### Pin map, run 1

Scale: 3 px per µm. Pins as bars across the die edge, other pins in gray.
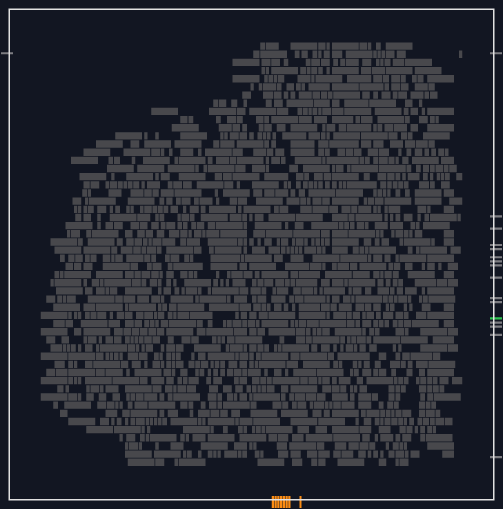
### Port wiring, run 1

Scale: 1.5 px per µm.
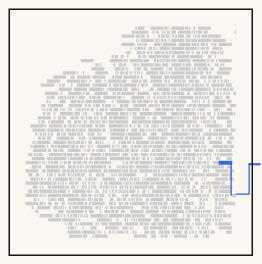
### Metal layers overlaid, run 1

Scale: 1.5 px per µm. Two of the layers only.
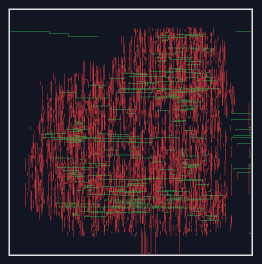
==> src/rtl/seq_controller.sv <==
// Sequencing FSM of the UART sequence calculator: computes Padovan/Moser term n and sends it as decimal ASCII.
// Optional feature macro SEQ_CTRL_PREFIX_EN prepends "P=" or "M=" to every reply.
module seq_controller #(
    parameter int W    = 32,
    parameter int NDIG = 10
) (
    input  logic       clk,
    input  logic       reset_n,
    input  logic       cmd_ready,
    input  logic       seq_sel,
    input  logic [7:0] n_value,
    output logic       parser_clr,
    output logic [7:0] tx_data,
    output logic       tx_start,
    input  logic       tx_busy,
    output logic       busy,
    output logic       ovf
);
    localparam int DW = (NDIG > 1) ? $clog2(NDIG) : 1;

    localparam logic [1:0] K_BODY = 2'd2;
    localparam logic [1:0] K_NL   = 2'd3;
`ifdef SEQ_CTRL_PREFIX_EN
    localparam logic [1:0] K_PRE0  = 2'd0;
    localparam logic [1:0] K_PRE1  = 2'd1;
    localparam logic [1:0] K_FIRST = K_PRE0;
`else
    localparam logic [1:0] K_FIRST = K_BODY;
`endif

    typedef enum logic [3:0] {
        IDLE    = 4'd0,
        LATCH   = 4'd1,
        CALC    = 4'd2,
        BCD     = 4'd3,
        EMIT    = 4'd4,
        TXWAIT1 = 4'd5,
        TXWAIT  = 4'd6,
        CLEAR   = 4'd7,
        HOLD    = 4'd8
    } state_t;

    state_t            state_r;
    logic              sel_r;
    logic [7:0]        n_r;
    logic [W-1:0]      a_r;
    logic [W-1:0]      b_r;
    logic [W-1:0]      c_r;
    logic [4*NDIG-1:0] bcd_r;
    logic [7:0]        cnt_r;
    logic [DW-1:0]     dig_r;
    logic [1:0]        kind_r;
    logic              last_r;

    logic [W:0]        sum_s;
    logic [4*NDIG-1:0] bcd_next_s;
    logic [3:0]        digit_s;
    logic [7:0]        byte_s;
    logic [W-1:0]      moser_bit_s;

    // One double-dabble step: add 3 to every digit >= 5, then shift in the next binary bit.
    function automatic logic [4*NDIG-1:0] dabble_fn(input logic [4*NDIG-1:0] v, input logic in_bit);
        logic [4*NDIG-1:0] r;
        r = v;
        for (int i = 0; i < NDIG; i++) begin
            if (v[4*i +: 4] >= 4'd5) r[4*i +: 4] = v[4*i +: 4] + 4'd3;
            else                     r[4*i +: 4] = v[4*i +: 4];
        end
        return {r[4*NDIG-2:0], in_bit};
    endfunction

    // Index of the most significant non-zero digit; 0 when the value is zero so "0" is still sent.
    function automatic logic [DW-1:0] lead_fn(input logic [4*NDIG-1:0] v);
        logic [DW-1:0] r;
        r = '0;
        for (int i = 0; i < NDIG; i++) begin
            if (v[4*i +: 4] != 4'd0) r = DW'(i);
            else                     r = r;
        end
        return r;
    endfunction

    // Datapath helpers: Padovan adder with carry, BCD step, Moser bit placement and the next reply byte.
    always_comb begin
        sum_s       = {1'b0, a_r} + {1'b0, b_r};
        bcd_next_s  = dabble_fn(bcd_r, c_r[W-1]);
        moser_bit_s = W'(n_r[cnt_r[2:0]]) << {cnt_r[2:0], 1'b0};
        digit_s     = bcd_r[{dig_r, 2'b00} +: 4];
        byte_s      = 8'h0A;
        case (kind_r)
`ifdef SEQ_CTRL_PREFIX_EN
            K_PRE0:  byte_s = sel_r ? 8'h4D : 8'h50;
            K_PRE1:  byte_s = 8'h3D;
`endif
            K_BODY: begin
                if (ovf) begin
                    case (dig_r)
                        DW'(2):  byte_s = 8'h4F;
                        DW'(1):  byte_s = 8'h56;
                        default: byte_s = 8'h46;
                    endcase
                end else begin
                    byte_s = {4'h3, digit_s};
                end
            end
            K_NL:    byte_s = 8'h0A;
            default: byte_s = 8'h0A;
        endcase
    end

    // Main sequencer with registered outputs.
    always_ff @(posedge clk or negedge reset_n) begin
        if (!reset_n) begin
            state_r    <= IDLE;
            sel_r      <= 1'b0;
            n_r        <= 8'd0;
            a_r        <= '0;
            b_r        <= '0;
            c_r        <= '0;
            bcd_r      <= '0;
            cnt_r      <= 8'd0;
            dig_r      <= '0;
            kind_r     <= 2'd0;
            last_r     <= 1'b0;
            parser_clr <= 1'b0;
            tx_data    <= 8'd0;
            tx_start   <= 1'b0;
            busy       <= 1'b0;
            ovf        <= 1'b0;
        end else begin
            tx_start   <= 1'b0;
            parser_clr <= 1'b0;
            case (state_r)
                IDLE: begin
                    if (cmd_ready) begin
                        state_r <= LATCH;
                        busy    <= 1'b1;
                    end else begin
                        state_r <= IDLE;
                    end
                end
                LATCH: begin
                    sel_r   <= seq_sel;
                    n_r     <= n_value;
                    ovf     <= 1'b0;
                    a_r     <= W'(1'b1);
                    b_r     <= W'(1'b1);
                    c_r     <= seq_sel ? '0 : W'(1'b1);
                    cnt_r   <= seq_sel ? 8'd0 : ((n_value >= 8'd3) ? (n_value - 8'd2) : 8'd1);
                    state_r <= CALC;
                end
                CALC: begin
                    if (sel_r) begin
                        c_r <= c_r | moser_bit_s;
                        if (cnt_r == 8'd7) begin
                            cnt_r   <= 8'(W - 1);
                            bcd_r   <= '0;
                            state_r <= BCD;
                        end else begin
                            cnt_r <= cnt_r + 8'd1;
                        end
                    end else if (n_r < 8'd3) begin
                        cnt_r   <= 8'(W - 1);
                        bcd_r   <= '0;
                        state_r <= BCD;
                    end else if (sum_s[W]) begin
                        // Carry out of the W-bit term: abandon the value and reply "OVF".
                        ovf     <= 1'b1;
                        dig_r   <= DW'(2);
                        kind_r  <= K_FIRST;
                        state_r <= EMIT;
                    end else begin
                        a_r <= b_r;
                        b_r <= c_r;
                        c_r <= sum_s[W-1:0];
                        if (cnt_r == 8'd1) begin
                            cnt_r   <= 8'(W - 1);
                            bcd_r   <= '0;
                            state_r <= BCD;
                        end else begin
                            cnt_r <= cnt_r - 8'd1;
                        end
                    end
                end
                BCD: begin
                    bcd_r <= bcd_next_s;
                    c_r   <= {c_r[W-2:0], 1'b0};
                    if (cnt_r == 8'd0) begin
                        dig_r   <= lead_fn(bcd_next_s);
                        kind_r  <= K_FIRST;
                        state_r <= EMIT;
                    end else begin
                        cnt_r <= cnt_r - 8'd1;
                    end
                end
                EMIT: begin
                    if (!tx_busy) begin
                        tx_data  <= byte_s;
                        tx_start <= 1'b1;
                        state_r  <= TXWAIT1;
                        case (kind_r)
`ifdef SEQ_CTRL_PREFIX_EN
                            K_PRE0: kind_r <= K_PRE1;
                            K_PRE1: kind_r <= K_BODY;
`endif
                            K_BODY: begin
                                if (dig_r == '0) kind_r <= K_NL;
                                else             dig_r  <= dig_r - DW'(1);
                            end
                            K_NL:    last_r <= 1'b1;
                            default: kind_r <= K_NL;
                        endcase
                    end else begin
                        state_r <= EMIT;
                    end
                end
                TXWAIT1: state_r <= TXWAIT;
                TXWAIT: begin
                    if (!tx_busy) begin
                        if (last_r) begin
                            last_r     <= 1'b0;
                            parser_clr <= 1'b1;
                            state_r    <= CLEAR;
                        end else begin
                            state_r <= EMIT;
                        end
                    end else begin
                        state_r <= TXWAIT;
                    end
                end
                CLEAR: state_r <= HOLD;
                HOLD: begin
                    if (!cmd_ready) begin
                        busy    <= 1'b0;
                        state_r <= IDLE;
                    end else begin
                        state_r <= HOLD;
                    end
                end
                default: begin
                    busy    <= 1'b0;
                    state_r <= IDLE;
                end
            endcase
        end
    end
endmodule

==> config.mk <==
export PLATFORM = sky130hd
export DESIGN_NAME = seq_controller
export DESIGN_NICKNAME = d
export VERILOG_FILES = /design/src/rtl/seq_controller.sv
export SDC_FILE = /design/constraint.sdc
export NUM_CORES = 1
export LEC_CHECK = 0
export CORE_AREA = 10 10 151 153
export DETAILED_ROUTE_END_ITERATION = 16
export DIE_AREA = 0 0 161 163
export GPL_TIMING_DRIVEN = 1
export HOLD_SLACK_MARGIN = 0.05
export PLACE_DENSITY = 0.76
export SLEW_MARGIN = 5
export SYNTH_ARGS = -nofsm -noshare
export SYNTH_HDL_FRONTEND = slang
export SYNTH_SLANG_ARGS = --single-unit
==> constraint.sdc <==
create_clock -name clk -period 3 [get_ports clk]
set_input_delay 0.6 -clock clk [delete_from_list [all_inputs] [get_ports clk]]
set_output_delay 0.6 -clock clk [all_outputs]
set_load 0.05 [all_outputs]
==> flow_summary.toml, run 1 <==
# yosys + openroad results
[finish]
clkCellAreaFrac_pct = 4.07
multi_input_comb_cells = 1000
n_all_buffers = 141
nonClkBufAreaFrac_pct = 11.3
comb_area_um2 = 6820
ff_count = 175
area.share.combinational_pct = 49.4
flop_area_um2 = 4380
largest_class = "multi-input combinational cells"
nets = 1449
design_area_um2 = 13800

[drt]
dr.first_iter.drc_count = 1096
drt-vias-per-instance = 6.35
first_pass_iters = 8
antenna_left = 0

[logic_synthesis]
yosysMostFrequentCell = "nand2_1"
synth_chip_area_um2 = 11100
synth-seq-cells = 175
async_reset_ff_share_pct = 100
common_cells = "243 x nand2_1, 175 x dfrtp_1, 166 x o21ai_0"
flop_cell = "dfrtp_1"
yosys.area.top_type = "dfrtp_1"
edf_count = 0
synth_cell_types = 80
synth_cells = 1282
topCellsByArea = "dfrtp_1 40%, nand2_1 8.2%, o21ai_0 7.5%"
synthesis.area_um2 = 11100
ys_warn_count = 0

[worst_setup_path]
cp-startpoint = "b_r[19]$_DFFE_PN0P_"
crit_buf_inv = 3
end_kind = "flop"
worstPathArrival_ns = 3.44
path_max_fanout = 6
required_ns = 3.35
r2r_end = "c_r[4]$_DFFE_PN0P_"
reg2reg_from = "b_r[19]$_DFFE_PN0P_"
ff2ff_path_depth = 12
crit_cells = 12
slowest_stage = "or4_4"
critical_path.cell_chain = "ha_4, nand2_4, or4_4, or4_4, a31oi_4, buf_6, o31ai_4, a22oi_2, buf_6, buf_12, o32ai_1, a21oi_1"
critPathTopFamily = "simple AND/OR/NAND/NOR gates"

[cts]
cts_setup_buffers = 12
hold_buffers = 0
clock_sinks = 175
clk_path_buf_depth = 2
clock_latency_ns = 0.44
clock-root-buffer = "clkbuf_16"
cts_tree = "built"
htree_levels = 4

[pwr]
ir_worst_vdd_v = 0.000637
p_per_area_nw_per_um2 = 838
power_leakage_uw = 0.00610

[global_routing]
grt_max_degree = 71
grtUsageMet3_pct = 3.72
met2_usage_pct = 35.9
grt_pass1_wl_um = 48800
grt_antenna_before_repair = 0
busiest_layer = "met2"

[placement]
gp_congestion = 0.915
dp_slack_ns = -0.223
dp_hpwl_um = 19400

[job]
tool_warnings = 43
max-cap-violations = 0

[final_timing]
timing.final.ws_setup_ns = -0.0937
slew_headroom_pct = 46.9
fin_crit_ns = 3.09
period_used_pct = 103
fmax_mhz = 323
hold_viol_final = 0
skew_ns = 0.0131
setup_violations = 99

[die]
coreArea_um2 = 19900
fp_util_pct = 55.7
die_x_um = 161
dieHeight_um = 163
row_count = 52
die-area_um2 = 26200

[outcome]
outcome = "finished with violations"
violations = "negative setup slack"

[hold_path]
hold_class = "input port to async pin"
-- 'Pin map' (at the start) --
| port | color | pins | direction | edge |
|---|---|---|---|---|
| `parser_clr` | green | 1 | output | east |
| `n_value` | orange | 8 | input | south |

-- 'Port wiring' (at the start) --
| port | color | bits | direction | end cells | buffers | wire |
|---|---|---|---|---|---|---|
| `parser_clr` | blue | 1 | output | 1 | 1 | 51.3 µm |
Ports: 25
IO Port Bufs: 23

-- 'Metal layers overlaid' (at the start) --
| layer | color | wire length |
|---|---|---|
| M2 | red | 15600 µm |
| M3 | green | 2490 µm |
via count: 10500
final wirelength: 32400 µm
WL per Instance: 19.5 µm
GRT Total Usage: 22.2%

run 1: cells by family after synthesis:
family,count (synthesis),share of synthesized area [%]
xor+xnor,45,3.56
compound gates,437,24.8
fa+ha+maj,62,7.04
other cells,1,0.0338
simple gates,429,17.4
mux,26,3.36
buf+inv,107,4.35
flops,175,39.5
run 1: registers in the layout, summed over array words and instances (netlist names):
| register | flops |
|---|---|
| bcd_r | 40 |
| a_r | 32 |
| b_r | 32 |
| c_r | 32 |
| cnt_r | 8 |
| n_r | 8 |
| tx_data | 7 |
| dig_r | 4 |
| state_r | 4 |
| kind_r | 2 |
| busy | 1 |
| last_r | 1 |
| ovf | 1 |
| parser_clr | 1 |
| sel_r | 1 |
| tx_start | 1 |
run 1: cell usage in the layout, fill, tap and decap left out, drive strengths merged, types with 4 or more instances in the layout:
cell type and instances:
nand2 244, clkinv 6, o21ai 188, o21a 10, nand4 6, buf 110
a22oi 24, nor2 60, clkdlybuf4s50 22, a221o 6, mux2i 8, a31oi 12
mux2 10, and3 10, a21boi 4, a2111oi 6, nor3 17, xor2 17
a211oi 6, nand2b 19, inv 39, nand3 20, or2 4, a21oi 92
or3 4, clkbuf 29, dfrtp 175, nor3b 18, nor2b 9, ha 60
xnor2 28, o31ai 11, a22o 14, o211ai 5, mux4 8, a21o 20
o22ai 10
run 1: metal layers:
metal,wire [µm],vias up
li1,-,4799
met1,13400,5086
met2,15600,528
met3,2490,105
met4,874,0
met5,0,-
run 1: report_power, final:
| group | switching, µW | total, µW | internal [µW] | leakage, µW |
|---|---|---|---|---|
| Clock | 980 | 2220 | 1240 | 0.000268 |
| Combinational | 3680 | 6280 | 2600 | 0.00345 |
| Sequential | 411 | 3080 | 2670 | 0.00238 |
### Met2 routing, run 1

Scale: 3 px per µm.
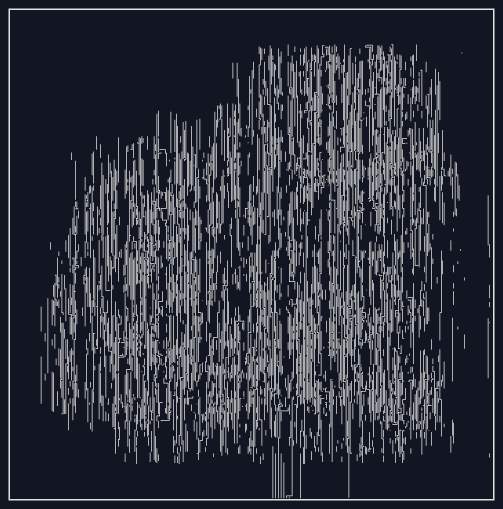

==> inputs of run 2 (changes only) <==
==> config.mk (replaced) <==
export PLATFORM = sky130hd
export DESIGN_NAME = seq_controller
export DESIGN_NICKNAME = d
export VERILOG_FILES = /design/src/rtl/seq_controller.sv
export SDC_FILE = /design/constraint.sdc
export NUM_CORES = 1
export LEC_CHECK = 0
export CORE_AREA = 10 10 204 206
export CTS_CLUSTER_DIAMETER = 100
export DETAILED_ROUTE_END_ITERATION = 16
export DIE_AREA = 0 0 214 216
export GPL_TIMING_DRIVEN = 1
export HOLD_SLACK_MARGIN = 0.05
export SLEW_MARGIN = 20
export SYNTH_ARGS = -nofsm -noshare
export SYNTH_HDL_FRONTEND = slang
export SYNTH_SLANG_ARGS = --single-unit
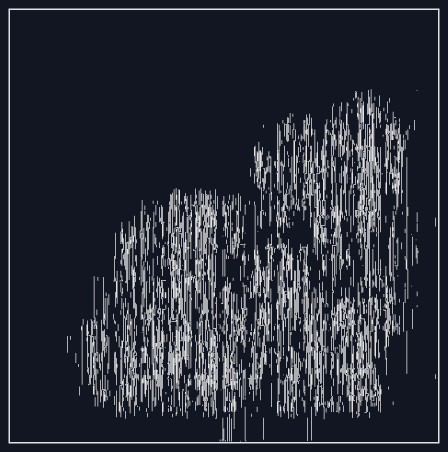
*Met2 routing, run 2*
Scale: 2 px per µm.
nets with wire on the layer: 1188
longest straight run: 56.1 µm
share of all routed wire: 46%

==> flow_summary.toml, run 2 <==
# yosys + openroad results
[outcome]
outcome = "finished with violations"
violations = "negative setup slack"

[logic_synthesis]
yosysMostFrequentCell = "nand2_1"
synth_cells = 1282
yosys.area.top_type = "dfrtp_1"
synth-seq-cells = 175
common_cells = "243 x nand2_1, 175 x dfrtp_1, 166 x o21ai_0"
topCellsByArea = "dfrtp_1 40%, nand2_1 8.2%, o21ai_0 7.5%"
ys_warn_count = 0
netlist.area_leader.share_pct = 39.5
edf_count = 0
async_reset_ff_share_pct = 100
synth_cell_types = 80

[final_timing]
setup_violations = 127
fmax_mhz = 317
fin_crit_ns = 3.16
slew_headroom_pct = 48.6
skew_ns = 0.0144
period_used_pct = 105
hold_viol_final = 0
timing.final.ws_setup_ns = -0.155

[drt]
first_pass_iters = 8
antenna_left = 0
wire_per_inst_um = 17.5
num_vias = 10100
dr.first_iter.drc_count = 871
drt-vias-per-instance = 5.29

[placement]
gp_congestion = 0.823
dp_hpwl_um = 20200
io_buffers = 23

[pwr]
intPower_uw = 7010
largestPowerGroup = "combinational cells"
switching_share_pct = 43.8
pg_seq_uw = 3090
comb_power_share_pct = 57.4
seq_power_share_pct = 24.8
ir_worst_vdd_v = 0.000478
p_comb_uw = 7150
switchingPower_uw = 5460
power_leakage_uw = 0.00615

[worst_setup_path]
ff2ff_path_depth = 14
r2r_end = "a_r[4]$_DFFE_PN0P_"
reg2reg_from = "b_r[17]$_DFFE_PN0P_"
end_kind = "flop"
worstPathArrival_ns = 3.52
path_max_fanout = 8

[global_routing]
grt_antenna_before_repair = 0
track_usage_pct = 12.7

[die]
row_count = 71
die_x_um = 214
fp_util_pct = 29.6
die-area_um2 = 46200
io-pin-count = 25
coreArea_um2 = 37400

[finish]
final_cell_mix = "196 x nand2_1, 174 x dfrtp_1, 98 x o21ai_0"
largest_register_ffs = 40
largest_register = "bcd_r"
nets = 1452
comb_area_um2 = 6750
lay_top_count = "nand2_1"

[cts]
clk_path_buf_depth = 2
clock-root-buffer = "clkbuf_16"
hold_buffers = 0
clock_sinks = 175
clock_latency_ns = 0.45
htree_levels = 4

[hold_path]
hold_class = "input port to async pin"

[job]
max-cap-violations = 0
tool_warnings = 43
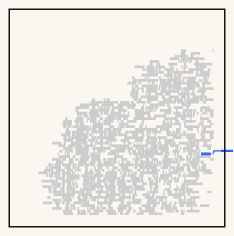
*Port wiring, run 2*
Scale: 1 px per µm.
| port | color | bits | direction | end cells | buffers | wire |
|---|---|---|---|---|---|---|
| `parser_clr` | blue | 1 | output | 1 | 1 | 13.1 µm |

## run 2: metrics by stage
stage          std cells  hold WS, ns  worst slack [ns]  instance area (µm²)  util (%)
2_1_floorplan       1282        0.304           0.00524                11100         -
3_3_place_gp        1825        0.462            -0.230                12300      32.9
3_5_place_dp        1825        0.466            -0.290                12300      32.9
4_1_cts             1865        0.174            -0.100                13200      35.2
5_1_grt             1902        0.189            -0.225                14300      38.1
6_report            1902        0.137            -0.155                14300      38.1
## run 2: logic make-up (layout without fill, tap and decap cells)
logic type	Yosys count	in the layout	synth area share, %
AOI/OAI and AO/OA	437	437	24.8
xor gates and xnor gates	45	45	3.56
adders and majority gates	62	62	7.04
buffers and inverters	107	216	4.35
DFF	175	175	39.5
muxes	26	26	3.36
other	1	1	0.0338
and+or+nand+nor	429	429	17.4
## run 2: critical path: stages, from the launching register on
cell       delay, ns
dfrtp_1         0.42
ha_4            0.31
nand2_4         0.06
or4_4           0.54
or4_4           0.45
a31oi_4         0.20
or2_4           0.17
buf_6           0.10
nor2_2          0.04
o22ai_4         0.17
buf_12          0.16
clkbuf_16       0.16
clkbuf_16       0.18
nand2_2         0.05
o21ai_1         0.07
## run 2: per-layer routing
metal | vias up | global-route usage, % | share of wire, %
met4 | 0 | 3.50 | 1.8
met3 | 44 | 2.70 | 5.2
li1 | 4806 | - | -
met1 | 4960 | 17.4 | 47
met2 | 256 | 19.8 | 46
met5 | - | 0 | 0
## run 2: final cells by class
class | count | share of cell area [%]
Clock buffer | 23 | 3.42
Inverter | 40 | 1.05
Multi-Input combinational cell | 1000 | 47.3
Sequential cell | 175 | 30.7
Tap cell | 511 | 4.49
Timing Repair Buffer | 144 | 12.4
Clock inverter | 9 | 0.588
==> inputs of run 3 (changes only) <==
--- a/config.mk
+++ b/config.mk
@@ -11,6 +11,7 @@
 export DIE_AREA = 0 0 214 216
 export GPL_TIMING_DRIVEN = 1
 export HOLD_SLACK_MARGIN = 0.05
+export RECOVER_POWER = 50
 export SLEW_MARGIN = 20
 export SYNTH_ARGS = -nofsm -noshare
 export SYNTH_HDL_FRONTEND = slang
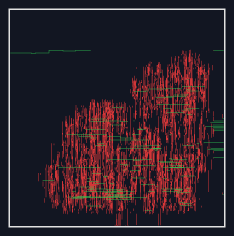
*Metal layers overlaid, run 3*
Scale: 1 px per µm. Two of the layers only.
| layer | color | wire length |
|---|---|---|
| M3 | green | 1680 µm |
| M2 | red | 15300 µm |

==> flow_summary.toml, run 3 <==
# yosys + openroad results
[outcome]
outcome = "finished with violations"
violations = "max-capacitance violations, max-slew violations, negative setup slack"

[worst_setup_path]
required_ns = 3.36
crit_path_max_incr_delay_ns = 0.54
slowest_stage = "or4_4"
path_max_fanout = 8
end_kind = "flop"
worstPathArrival_ns = 3.53
critPathTopFamily = "simple AND/OR/NAND/NOR gates"
ff2ff_path_depth = 14
r2r_end = "a_r[4]$_DFFE_PN0P_"

[placement]
io_buffers = 23
gp_congestion = 0.823
dp_hpwl_um = 20200
dp.cells = 1825

[global_routing]
grt_pass1_wl_um = 49500
grt_overflow_total = 0
track_usage_pct = 12.7
grt_antenna_before_repair = 0
grt_max_degree = 65

[job]
max-cap-violations = 1
tool_warnings = 43

[logic_synthesis]
netlist.area_leader.share_pct = 39.5
ys_warn_count = 0
synth_area_per_cell_um2 = 8.65
top_logic_kind = "AND-OR/OR-AND gates"
synth_cell_types = 80
fa_ha_area_share_pct = 7.04
common_cells = "243 x nand2_1, 175 x dfrtp_1, 166 x o21ai_0"
synth_cells = 1282
topCellsByArea = "dfrtp_1 40%, nand2_1 8.2%, o21ai_0 7.5%"
synth-seq-cells = 175
ys_sh_simple_pct = 17.4
synth_chip_area_um2 = 11100
mux_area_share_pct = 3.36
syn-num-nets = 1356
ys_sh_aoi_pct = 24.8
async_reset_ff_share_pct = 100
edf_count = 0
synthesis.area_um2 = 11100
flop_cell = "dfrtp_1"

[cts]
clock-root-buffer = "clkbuf_16"
clock_sinks = 175
cts_tree = "built"
htree_levels = 4
clk_path_buf_depth = 2
hold_buffers = 0
clock_latency_ns = 0.44

[final_timing]
period_used_pct = 106
timing.final.ws_setup_ns = -0.169
drv_slew = 65
hold_viol_final = 0
fin_hold_ws_ns = 0.474
skew_ns = 0.0146
slew_headroom_pct = -8.68
fin_crit_ns = 3.17
setup_violations = 129

[die]
row_count = 71
dieHeight_um = 216
io-pin-count = 25
die_x_um = 214
coreArea_um2 = 37400
fp_util_pct = 29.6

[drt]
wire_per_inst_um = 17.5
num_vias = 10000
wl_um = 33300
drt-vias-per-instance = 5.27
antenna_left = 0
dr.first_iter.drc_count = 781

[hold_path]
hold_class = "flop to flop"

[pwr]
p_comb_uw = 7150
seq_power_share_pct = 24.8
switching_share_pct = 43.8
p_per_area_nw_per_um2 = 877
comb_power_share_pct = 57.4
ir_worst_vdd_v = 0.000478
clock_power_share_pct = 17.8
pg_seq_uw = 3090
largestPowerGroup = "combinational cells"

[finish]
nets = 1452
fin_cells = 1902
final_util_pct = 38.0
largest_register = "bcd_r"
final_cell_mix = "196 x nand2_1, 174 x dfrtp_1, 98 x o21ai_0"
largest_register_ffs = 40
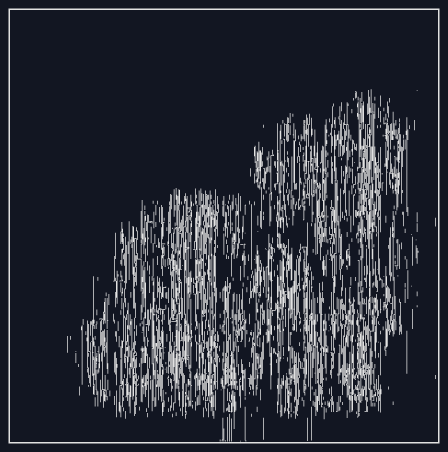
*Met2 routing, run 3*
Scale: 2 px per µm.
main direction: vertical
nets with wire on the layer: 1190

run 3: cell counts after synthesis:
Identical to the previous run, type by type.
run 3: worst max-delay path by stage:
stage,from,cells after the start,slack (ns),to
after floorplan,b_r[18]$_DFFE_PN0P_,13,0.005,a_r[1]$_DFFE_PN0P_
after global placement,a_r[19]$_DFFE_PN0P_,10,-0.23,b_r[16]$_DFFE_PN0P_
after detailed placement,a_r[19]$_DFFE_PN0P_,10,-0.29,b_r[16]$_DFFE_PN0P_
after CTS,a_r[19]$_DFFE_PN0P_,11,-0.10,b_r[16]$_DFFE_PN0P_
after global routing,b_r[17]$_DFFE_PN0P_,14,-0.23,a_r[4]$_DFFE_PN0P_
final,b_r[17]$_DFFE_PN0P_,14,-0.17,a_r[4]$_DFFE_PN0P_
run 3: repair_timing:
item | CTS | global route
buffers inserted | 4 | 13
endpoints found under the setup margin | 152 | 154
resized | 33 | 175
cloned | 4 | 25
pin swaps | 5 | 48
run 3: layout make-up:
cell class              instances  area (µm²)  area share (%)
inverters                      40         150            1.06
clock buffers                  23         488            3.43
well taps                     511         639            4.50
multi-input cells            1000        6750            47.5
repair buffers                144        1720            12.1
flip-flops and latches        175        4380            30.8
clock inverters                 9        83.8           0.590
run 3: layer usage:
metal	track usage, %	routed length (µm)
met3	2.70	1680
met5	0	0
met4	3.50	599
met2	19.8	15300
met1	17.4	15600
run 3: through the flow:
stage | worst slack [ns] | instance area, µm² | power (µW)
2_1_floorplan | 0.00524 | 11100 | 5870
3_3_place_gp | -0.230 | 12300 | 7130
3_5_place_dp | -0.290 | 12300 | 7170
4_1_cts | -0.100 | 13200 | 10000
5_1_grt | -0.225 | 14200 | 13000
6_report | -0.169 | 14200 | 12500
Power and IR drop assume default switching activity.
